## config.mk

```make
export PLATFORM = sky130hd
export DESIGN_NAME = alu_arbiter
export DESIGN_NICKNAME = d
export VERILOG_FILES = /design/src/rtl/alu_arbiter.sv
export SDC_FILE = /design/constraint.sdc
export NUM_CORES = 1
export LEC_CHECK = 0
export ABC_AREA = 1
export CORE_MARGIN = 3
export CORE_UTILIZATION = 39
export CTS_CLUSTER_DIAMETER = 200
export DETAILED_ROUTE_END_ITERATION = 8
export PLACE_DENSITY = 0.81
export SLEW_MARGIN = 10
export SYNTH_ARGS = -nofsm -noshare
export SYNTH_HDL_FRONTEND = slang
export SYNTH_SLANG_ARGS = --single-unit
export TNS_END_PERCENT = 50
```

## constraint.sdc

```tcl
create_clock -name clk -period 4.2 [get_ports clk]
set_clock_uncertainty 0.2 [all_clocks]
set_input_delay 0.42 -clock clk [delete_from_list [all_inputs] [get_ports clk]]
set_output_delay 0.42 -clock clk [all_outputs]
set_load 0.03 [all_outputs]
```

## src/rtl/alu_arbiter.sv

```systemverilog
// Round-robin arbiter/sequencer sharing one combinational ALU between two requesters.
// Latches the winning operands, holds them for EXEC_CYCLES, screens bad ops, returns Res/Z/err.
module alu_arbiter #(
    parameter int unsigned W           = 32,
    parameter int unsigned EXEC_CYCLES = 1
) (
    input  logic         clk,
    input  logic         rst,
    input  logic         req0,
    input  logic [W-1:0] op1_0,
    input  logic [W-1:0] op2_0,
    input  logic [3:0]   sel_0,
    output logic         gnt0,
    output logic         done0,
    input  logic         req1,
    input  logic [W-1:0] op1_1,
    input  logic [W-1:0] op2_1,
    input  logic [3:0]   sel_1,
    output logic         gnt1,
    output logic         done1,
    output logic [W-1:0] alu_OP1,
    output logic [W-1:0] alu_OP2,
    output logic [3:0]   alu_ALUSel,
    input  logic [W-1:0] alu_Res,
    input  logic         alu_Z,
    output logic [W-1:0] Res,
    output logic         Z,
    output logic         err,
    output logic         busy
);

    localparam int unsigned CW      = $clog2(EXEC_CYCLES + 1);
    localparam logic [3:0]  SEL_DIV = 4'h3;
    localparam logic [3:0]  SEL_MAX = 4'h6;

    typedef enum logic [1:0] {
        S_IDLE = 2'd0,
        S_EXEC = 2'd1,
        S_DONE = 2'd2
    } state_t;

    state_t         r_state, w_state_nxt;
    logic           r_ptr, w_ptr_nxt;
    logic           r_owner, w_owner_nxt;
    logic [CW-1:0]  r_cnt, w_cnt_nxt;
    logic [W-1:0]   r_op1, w_op1_nxt;
    logic [W-1:0]   r_op2, w_op2_nxt;
    logic [3:0]     r_sel, w_sel_nxt;
    logic [W-1:0]   r_res, w_res_nxt;
    logic           r_z, w_z_nxt;
    logic           r_err, w_err_nxt;
    logic           r_gnt0, w_gnt0_nxt;
    logic           r_gnt1, w_gnt1_nxt;
    logic           r_done0, w_done0_nxt;
    logic           r_done1, w_done1_nxt;
    logic           r_busy, w_busy_nxt;

    logic           w_pick1;
    logic           w_reject;

    // On a tie the requester that did not win last time goes first.
    assign w_pick1  = req1 && (!req0 || (r_ptr == 1'b0));
    assign w_reject = (r_sel > SEL_MAX) || ((r_sel == SEL_DIV) && (r_op2 == '0));

    always_ff @(posedge clk or posedge rst) begin
        if (rst) begin
            r_state <= S_IDLE;
            r_ptr   <= 1'b0;
            r_owner <= 1'b0;
            r_cnt   <= '0;
            r_op1   <= '0;
            r_op2   <= '0;
            r_sel   <= '0;
            r_res   <= '0;
            r_z     <= 1'b0;
            r_err   <= 1'b0;
            r_gnt0  <= 1'b0;
            r_gnt1  <= 1'b0;
            r_done0 <= 1'b0;
            r_done1 <= 1'b0;
            r_busy  <= 1'b0;
        end else begin
            r_state <= w_state_nxt;
            r_ptr   <= w_ptr_nxt;
            r_owner <= w_owner_nxt;
            r_cnt   <= w_cnt_nxt;
            r_op1   <= w_op1_nxt;
            r_op2   <= w_op2_nxt;
            r_sel   <= w_sel_nxt;
            r_res   <= w_res_nxt;
            r_z     <= w_z_nxt;
            r_err   <= w_err_nxt;
            r_gnt0  <= w_gnt0_nxt;
            r_gnt1  <= w_gnt1_nxt;
            r_done0 <= w_done0_nxt;
            r_done1 <= w_done1_nxt;
            r_busy  <= w_busy_nxt;
        end
    end

    always_comb begin
        w_state_nxt = r_state;
        w_ptr_nxt   = r_ptr;
        w_owner_nxt = r_owner;
        w_cnt_nxt   = r_cnt;
        w_op1_nxt   = r_op1;
        w_op2_nxt   = r_op2;
        w_sel_nxt   = r_sel;
        w_res_nxt   = r_res;
        w_z_nxt     = r_z;
        w_err_nxt   = r_err;
        w_gnt0_nxt  = 1'b0;
        w_gnt1_nxt  = 1'b0;
        w_done0_nxt = 1'b0;
        w_done1_nxt = 1'b0;

        case (r_state)
            S_IDLE: begin
                if (req0 || req1) begin
                    w_owner_nxt = w_pick1;
                    w_gnt0_nxt  = !w_pick1;
                    w_gnt1_nxt  = w_pick1;
                    w_op1_nxt   = w_pick1 ? op1_1 : op1_0;
                    w_op2_nxt   = w_pick1 ? op2_1 : op2_0;
                    w_sel_nxt   = w_pick1 ? sel_1 : sel_0;
                    w_cnt_nxt   = CW'(EXEC_CYCLES - 1);
                    w_state_nxt = S_EXEC;
                end
            end
            S_EXEC: begin
                if (r_cnt == '0) begin
                    // Rejected ops never look at the ALU outputs.
                    w_res_nxt   = w_reject ? '0 : alu_Res;
                    w_z_nxt     = w_reject ? 1'b0 : alu_Z;
                    w_err_nxt   = w_reject;
                    w_state_nxt = S_DONE;
                end else begin
                    w_cnt_nxt = CW'(r_cnt - 1'b1);
                end
            end
            S_DONE: begin
                w_done0_nxt = !r_owner;
                w_done1_nxt = r_owner;
                w_ptr_nxt   = r_owner;
                w_state_nxt = S_IDLE;
            end
            default: begin
                w_state_nxt = S_IDLE;
            end
        endcase

        w_busy_nxt = (w_state_nxt != S_IDLE);
    end

    assign gnt0       = r_gnt0;
    assign gnt1       = r_gnt1;
    assign done0      = r_done0;
    assign done1      = r_done1;
    assign busy       = r_busy;
    assign alu_OP1    = r_op1;
    assign alu_OP2    = r_op2;
    assign alu_ALUSel = r_sel;
    assign Res        = r_res;
    assign Z          = r_z;
    assign err        = r_err;

endmodule

```

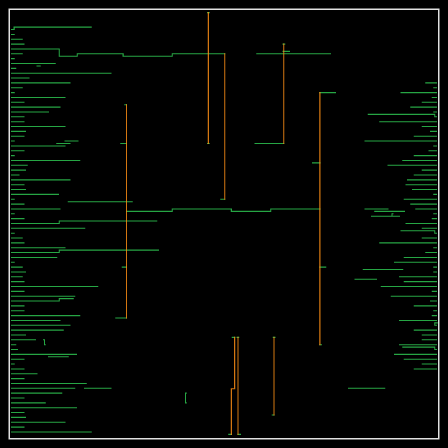
Figure 1: routed metal, one color a layer.
Two of the layers only.
legend:
  green:
    layer: metal 3
    wire_length: 1400 um
  orange:
    layer: metal 4
    wire_length: 313 um

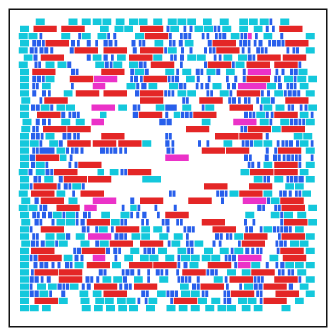
Figure 2: cell classes on the final placement.
legend:
  cyan:
    class: other buffers and delay cells
    cells: 285
    share_of_their_area: 35%
  red:
    class: flops
    cells: 111
    share_of_their_area: 34%
  magenta:
    class: clock drivers and dummy loads
    cells: 16
    share_of_their_area: 4.1%
  blue:
    class: combinational and other logic
    cells: 499
    share_of_their_area: 26%

==> results_dict.tcl <==
# collected from the flow reports
set metrics [dict create \
    status "finished, final reports clean" \
    maxSlewHeadroom_pct 28.6 \
    dpl.hpwl_mm 11.9 \
    antenna_found_initial 0 \
    drc 0 \
    r2r_slack_ps 1950 \
    nClkBuffers 14 \
    syn_inst 647 \
    ff_type "dfrtp_1" \
    nonClkBufAreaFrac_pct 34.5 \
    crit_top_cell "nand2_1" \
    seq_share_pct 33.6 \
    core_um2 12700 \
    most-common-layout-cells "clkdlybuf4s50_1, nand2_1, dfrtp_1" \
    ys_sh_simple_pct 28.8 \
    clk_pin_slew_ps 70 \
    fill_cells 1097 \
    utilization_pct 65.3 \
    cts_made_buffers 9 \
    logic_area_um2 1930 \
    cts_num_sinks 111 \
    logic_gate_count 456 \
    xor_share_pct 0 \
    p_leak_nw 3.80 \
    grt_pass1_wl_mm 26.2 \
    io_buffer_count 279 \
    grt_overflow_total 0 \
    placed_area_um2 7940 \
    hold_slack_ps 243 \
    grt_usage_pct 23.1 \
    hold_viol_final 0 \
    finalClockPeriodUsage_pct 55.8 \
    largest_class "non-clock buffers" \
    syn_area_um2 5070 \
    arrival_ps 2360 \
    fin_cells 1083 \
    area_delta_synth_final_pct 62.9 \
    clock_path_buffers 2 \
    final_nets 1079 \
    cts.repair.resized 0 \
    yosysSeqAreaShare_pct 54.7 \
]
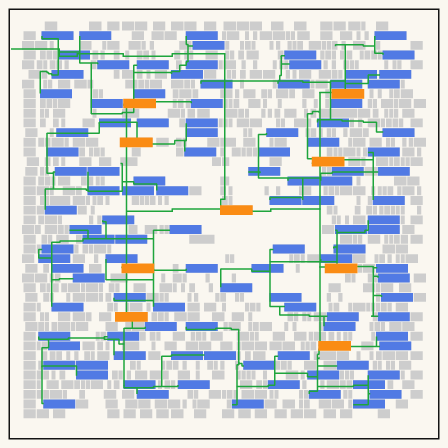
Figure 3: routed clock nets over the placement.
legend:
  green:
    item: clock wires
    length: 1370 um
  blue:
    item: flip-flops
    count: 111
  orange:
    item: clock drivers
    count: 9
flops lie: all over the die

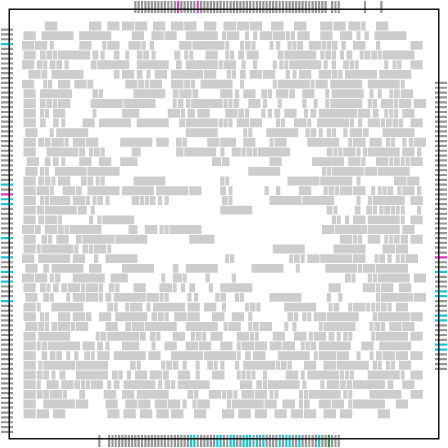
Figure 4: ports around the boundary.
Pins as bars across the die edge, other pins in gray.
legend:
  magenta:
    port: `sel_0`
    pins: 4
    direction: input
    edge: 2 north, 1 west, 1 east
  cyan:
    port: `op2_0`
    pins: 32
    direction: input
    edge: 16 south, 9 west, 7 east
  green:
    port: `gnt0`
    pins: 1
    direction: output
    edge: south

## path summary, 6_finish.rpt
path                               endpoint  depth (start not counted)    start
worst min-delay path                  done0                          1  r_owner
max in group asynchronous            Res[1]                          3      rst
worst min register to register        done0                          1  r_owner
min in group asynchronous       alu_OP2[21]                          2      rst
worst max-delay path            alu_OP2[21]                          6     req1
worst max register to register  alu_OP2[21]                          6    r_ptr
## routing by layer
layer	vias to the layer above	global-route usage (%)	wire length [um]	part of all wire [%]
met5	-	0	0	0
met4	0	7.16	313	1.9
met3	22	7.02	1400	8.5
met2	200	38.8	8150	49
met1	2431	28.4	6680	40
li1	2555	-	-	-
## power by group
part | internal (mW) | switching, mW | total, mW
logic | 1.32 | 2.04 | 3.36
clock network | 0.544 | 0.383 | 0.927
registers | 1.56 | 0.339 | 1.90
No activity file was given, so power comes from the tool's default toggle rates.
